### Ports around the boundary

Pins as bars across the die edge, other pins in grey.
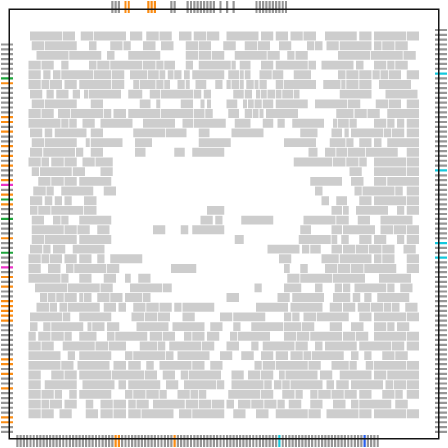
### Cell placement

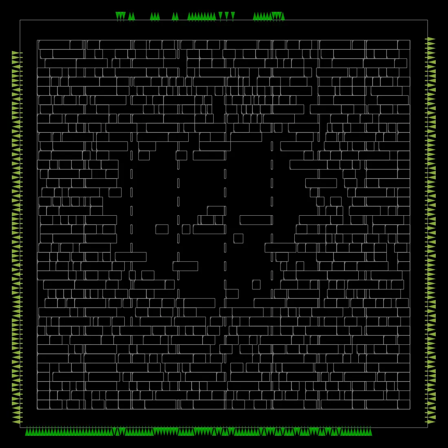
==> src/rtl/id_ex_stage.sv <==
// ============================================================================
//  Module      : id_ex_stage
//  Description : ID/EX pipeline register with load-use stall control and
//                optional writeback bypass (macro ID_EX_WB_BYPASS_EN).
//  Revision    : 1.0  initial release
// ============================================================================
`default_nettype none

module id_ex_stage #(
    parameter logic [15:0] STALL_SAT = 16'hFFFF
) (
    input  logic        clk,
    input  logic        rst,
    input  logic        id_valid,
    input  logic        flush,
    input  logic [4:0]  id_rd,
    input  logic [4:0]  id_rn,
    input  logic [4:0]  id_rm,
    input  logic [19:0] id_imm,
    input  logic [15:0] id_pc,
    input  logic [31:0] id_rd1,
    input  logic [31:0] id_rd2,
    input  logic        id_reg_write,
    input  logic        id_mem_to_reg,
    input  logic        id_mem_write,
    input  logic [3:0]  id_alu_control,
    input  logic [1:0]  id_imm_src,
    input  logic        wb_we,
    input  logic [4:0]  wb_rd,
    input  logic [31:0] wb_data,
    output logic        ex_valid,
    output logic [4:0]  ex_rd,
    output logic [4:0]  ex_rn,
    output logic [4:0]  ex_rm,
    output logic [19:0] ex_imm,
    output logic [15:0] ex_pc,
    output logic [31:0] ex_srcA,
    output logic [31:0] ex_srcB,
    output logic        ex_reg_write,
    output logic        ex_mem_to_reg,
    output logic        ex_mem_write,
    output logic [3:0]  ex_alu_control,
    output logic [1:0]  ex_imm_src,
    output logic        stall,
    output logic [15:0] stall_count
);

    typedef enum logic [0:0] {
        RUN  = 1'b0,
        HOLD = 1'b1
    } state_t;

    state_t      r_state;
    logic        w_hazard;
    logic        w_bubble;
    logic [31:0] w_src_a;
    logic [31:0] w_src_b;

    // A load in EX whose destination feeds the ID instruction; r0 never counts.
    assign w_hazard = id_valid & ex_valid & ex_mem_to_reg & (ex_rd != 5'd0) &
                      ((ex_rd == id_rn) | (ex_rd == id_rm));

    assign stall    = ~rst & ~flush & (r_state == RUN) & w_hazard;
    assign w_bubble = flush | stall | ~id_valid;

`ifdef ID_EX_WB_BYPASS_EN
    assign w_src_a = (wb_we && (wb_rd != 5'd0) && (wb_rd == id_rn)) ? wb_data : id_rd1;
    assign w_src_b = (wb_we && (wb_rd != 5'd0) && (wb_rd == id_rm)) ? wb_data : id_rd2;
`else
    logic w_wb_unused;
    assign w_wb_unused = ^{wb_we, wb_rd, wb_data};
    assign w_src_a     = id_rd1;
    assign w_src_b     = id_rd2;
`endif

    always_ff @(posedge clk or posedge rst) begin
        if (rst) begin
            r_state        <= RUN;
            stall_count    <= 16'd0;
            ex_valid       <= 1'b0;
            ex_rd          <= 5'd0;
            ex_rn          <= 5'd0;
            ex_rm          <= 5'd0;
            ex_imm         <= 20'd0;
            ex_pc          <= 16'd0;
            ex_srcA        <= 32'd0;
            ex_srcB        <= 32'd0;
            ex_reg_write   <= 1'b0;
            ex_mem_to_reg  <= 1'b0;
            ex_mem_write   <= 1'b0;
            ex_alu_control <= 4'd0;
            ex_imm_src     <= 2'd0;
        end else begin
            if (stall) begin
                r_state <= HOLD;
                if (stall_count != STALL_SAT)
                    stall_count <= stall_count + 16'd1;
            end else begin
                r_state <= RUN;
            end

            if (w_bubble) begin
                ex_valid       <= 1'b0;
                ex_rd          <= 5'd0;
                ex_rn          <= 5'd0;
                ex_rm          <= 5'd0;
                ex_imm         <= 20'd0;
                ex_pc          <= 16'd0;
                ex_srcA        <= 32'd0;
                ex_srcB        <= 32'd0;
                ex_reg_write   <= 1'b0;
                ex_mem_to_reg  <= 1'b0;
                ex_mem_write   <= 1'b0;
                ex_alu_control <= 4'd0;
                ex_imm_src     <= 2'd0;
            end else begin
                ex_valid       <= 1'b1;
                ex_rd          <= id_rd;
                ex_rn          <= id_rn;
                ex_rm          <= id_rm;
                ex_imm         <= id_imm;
                ex_pc          <= id_pc;
                ex_srcA        <= w_src_a;
                ex_srcB        <= w_src_b;
                ex_reg_write   <= id_reg_write;
                ex_mem_to_reg  <= id_mem_to_reg;
                ex_mem_write   <= id_mem_write;
                ex_alu_control <= id_alu_control;
                ex_imm_src     <= id_imm_src;
            end
        end
    end

endmodule

`default_nettype wire

==> config.mk <==
export PLATFORM = sky130hd
export DESIGN_NAME = id_ex_stage
export DESIGN_NICKNAME = d
export VERILOG_FILES = /design/src/rtl/id_ex_stage.sv
export SDC_FILE = /design/constraint.sdc
export NUM_CORES = 1
export LEC_CHECK = 0
export CAP_MARGIN = 20
export CORE_MARGIN = 5
export CORE_UTILIZATION = 41
export CTS_BUF_LIST = sky130_fd_sc_hd__clkbuf_8
export DETAILED_ROUTE_END_ITERATION = 10
export PLACE_DENSITY = 0.88
export SYNTH_ARGS = -nofsm -noshare
export SYNTH_HDL_FRONTEND = slang
export SYNTH_SLANG_ARGS = --single-unit
==> constraint.sdc <==
create_clock -name clk -period 9.2 [get_ports clk]
set_input_delay 1.84 -clock clk [delete_from_list [all_inputs] [get_ports clk]]
set_output_delay 1.84 -clock clk [all_outputs]
set_load 0.005 [all_outputs]
==> results.txt <==
On the backend side, the flow ran end to end.

The fraction of registers with async set/reset stands at 1.00. The first TritonRoute pass finished after 4 iterations. The depth of the worst hold-timing path stands at 1.

Of all cell types, the one taking the most synthesized area is sky130_fd_sc_hd__dfrtp_1. The count of H-tree levels built during CTS stands at 4. The wire length of the first global-routing pass stands at 21.8 mm. The final global-route overflow total stands at 0.

STA classifies the critical path endpoint as an output port. The power report attributes to the combinational group a share of 0.117. Logged for this run, the post-placement worst setup slack is 3.35 ns.

Once routing completed, OpenROAD measured the worst setup slack at 3.38 ns. The final hold violation count recorded for this run is 0. For the worst min-delay path, the startpoint reported by OpenROAD is stall_count[11]. The via count of the first global-routing pass was 4032. Among all cell types in the netlist, the one instantiated most often is sky130_fd_sc_hd__dfrtp_1. Setup repair after global routing left no endpoint under its margin. The total leakage power stands at 3.65 nW. The number of slew-limit violations in the final report stands at 0. Looking at the max-slew report, the worst-margin pin has a slew of 0.886 ns. Summed over all failing endpoints, the final setup total negative slack is 0 ns. The number of enable flip-flop cells stands at 0.

The total of max-cap violations stands at 0. The area fraction of the largest cell type after synthesis is 0.714. The finished layout holds 795 standard cells, fillers aside. Once the clock tree was built, the resizer swapped 0 gates to a different size. In the synthesis report, Yosys lists the chip area as 0.00498 sq mm. The number of antenna violations at the first check in global routing stands at 0. The setup-violating endpoint count in the final report stands at 0.

Compared with the post-synthesis result, the final layout area differs by 63.4%. The final power report lists total power as 1.23 mW. In the CTS report, the clock slew at the register clock pins of the worst setup and hold paths is listed as 0.07 ns. The highest attainable clock frequency stands at 0.172 GHz. The chip area stands at 0.0144 sq mm. In this run the critical register-to-register path is launched from ex_rd[2]. The fraction of power consumed by sequential logic stands at 0.528. The layout summary lists the proportion of cells stronger than drive strength 1 as 0.0556. Counting I/O delays and the setup requirement, the final critical path takes 5.82 ns. Looking at the hold checks, the worst path lands on stall_count[11]. As reported, the later end of the worst-skew pair has a clock insertion delay of 0.43 ns. The area of placed instances stands at 0.00777 sq mm.

The die is 120 um tall. Of the total power, the share spent switching nets is 0.222. The floorplan step set the die width to 120 um.

Counting along the longest clock path gives a buffer depth of 2. A synthesized cell averages 13.8 sq um. For the worst setup path, the data arrival time is 3.98 ns. The synth_stat.txt file lists the number of cells as 360. The required time of the worst setup path stands at 7.36 ns. The placement summary gives the final routability congestion estimate as 0.800. Setup slack on the worst reg-to-reg path comes out at 6.86 ns. The post-synth design cell area stands at 0.00498 sq mm. The routed layout has 3684 vias. The synthesis warning total stands at 0. The DRC violation total left in the routed layout is recorded as 0. The placed cell count stands at 762. Entering global routing, the biggest net connects 73 pins. The cell area after layout stands at 0.00814 sq mm.

The part of the total power dissipated in the clock network stands at 0.355. The synthesis stat section lists a flop and latch total of 142. The post-route core utilization stands at 0.680. The sequential element share of the synthesized area stands at 0.714. The count of buffers added by post-CTS timing repair for setup stands at 0. The critical path is of the input port to output port type.

The count of buffers from port buffering stands at 269. The worst clock skew stands at 0.0137 ns. The tightest min-delay check is of the flip-flop to flip-flop type. The detail-routed via count per cell stands at 4.63. Counting every instance in the synthesized netlist gives 360. Leaving out fill and tap cells, the most frequent cell in the layout is sky130_fd_sc_hd__clkdlybuf4s50_1. The detailed placement HPWL stands at 10.7 mm. The worst register-to-register path ends at ex_srcA[30]. Detailed-route iteration 0 reported a violation count of 274. The number of nets in the layout stands at 802. The worst hold slack stands at 0.495 ns. The initial core utilization stands at 0.416. The largest registers in the layout are ex_srcA x32, ex_srcB x32, ex_imm x20. STA shows the worst reg2reg path with a cell count of 6. Synthesis instantiated 25 different standard cells from the library. The total wire length after detailed routing stands at 14.0 mm. TritonCTS built the clock tree.

The OpenROAD warning count stands at 64. Per the cell usage report, the commonest logic cells after layout are sky130_fd_sc_hd__clkdlybuf4s50_1, sky130_fd_sc_hd__dfrtp_1, sky130_fd_sc_hd__and2_1, sky130_fd_sc_hd__xnor2_1, sky130_fd_sc_hd__clkbuf_8. The post-CTS hold buffer count recorded in the log is 0.

Total power normalized to cell area comes to 152 mW/mm^2. Looking at the VDD voltage map, the peak drop is 0.0994 mV. The worst-case headroom to the max-slew limit stands at 0.409. Sorting the synthesized cells by how often they occur yields sky130_fd_sc_hd__dfrtp_1, sky130_fd_sc_hd__and2_1, sky130_fd_sc_hd__xnor2_1. The wire length per cell stands at 17.6 um. The I/O pin total stands at 308.

The worst setup path is launched from an input port. For reference, the top cells by area after synthesis are sky130_fd_sc_hd__dfrtp_1, sky130_fd_sc_hd__and2_1, sky130_fd_sc_hd__xnor2_1. The fraction of the cycle the final worst path needs stands at 0.633.

In this run the clock root is driven by a sky130_fd_sc_hd__clkbuf_8. The run finished with clean final reports. Overall routing resource usage recorded by global route was 0.200. The number of buffers added by the clock tree synthesis step stands at 17. The internal power component stands at 0.961 mW. The synthesis report names the predominant flop master as sky130_fd_sc_hd__dfrtp_1. The clock net sink count stands at 142. In this run the remaining antenna-violating nets after routing total 0.

The switching component of the power stands at 0.274 mW. The number of nets in the synthesized netlist is 527. Along the worst path, the maximum fanout reaches 17.
-- 'Ports around the boundary' (at the start) --
- `id_rm`: cyan (pins 5; direction input; edge 4 right, 1 bottom)
- `ex_imm_src`: magenta (pins 2; direction output; edge left)
- `wb_we`: blue (pins 1; direction input; edge bottom)
- `ex_srcB`: orange (pins 32; direction output; edge 24 left, 5 top, 3 bottom)
- `id_alu_control`: green (pins 4; direction input; edge left)
- all pins by edge: 111 bottom, 84 right, 81 left, 32 top

-- 'Cell placement' (at the start) --
flop share of the area: 0.437
Cell Rows: 40
num sequential: 142
core box area: 0.0120 sq mm

==> power by group through the flow <==
stage	Combinational (mW)	Clock, mW	Sequential, mW
5_1_grt	0.157	0.480	0.654
4_1_cts	0.147	0.452	0.653
2_1_floorplan	0.0367	0	0.666
6_report	0.144	0.438	0.652
3_3_place_gp	0.143	0	0.664
3_5_place_dp	0.146	0	0.665
==> cells by family after synthesis <==
kind of cell / synth area share
simple gates: 0.205
flops: 0.714
xor+xnor: 0.0440
buf+inv: 0.0244
compound gates: 0.00829
mux: 0.00226
fa+ha+maj: 0.00251
==> critical path: stages <==
cell	delay, ns
sky130_fd_sc_hd__clkdlybuf4s50_1	0.49
sky130_fd_sc_hd__xnor2_1	0.13
sky130_fd_sc_hd__nand3_1	0.12
sky130_fd_sc_hd__o22ai_2	0.64
sky130_fd_sc_hd__and2_1	0.25
sky130_fd_sc_hd__clkdlybuf4s50_1	0.50
==> worst max-delay path by stage <==
stage | to | start | depth (start not counted) | slack (ns)
floorplan | ex_alu_control[0] | rst | 1 | 3.55
global placement | stall | id_rn[4] | 6 | 3.36
detailed placement | stall | id_rn[4] | 6 | 3.35
CTS | stall | id_rn[4] | 6 | 3.35
global route | stall | id_rn[4] | 6 | 3.25
finish | stall | id_rn[4] | 6 | 3.38
==> area by class of cell <==
cell class              instances  area, sq um
multi-input cells             198         1300
fillers                       847         3830
inverters                       4         20.0
clock buffers                  19          262
clock inverters                12         82.6
flip-flops and latches        142         3550
well taps                     147          184
repair buffers                272         2730
diodes                          1         2.50
==> routing by layer <==
layer | track usage | up-vias | share of wire | routed length [um]
li1 | - | 1683 | - | -
met2 | 0.335 | 213 | 0.49 | 6880
met3 | 0.101 | 39 | 0.13 | 1800
met1 | 0.206 | 1749 | 0.34 | 4820
met4 | 0.100 | 0 | 0.037 | 512
met5 | 0 | - | 0 | 0
Power and IR drop assume default switching activity.
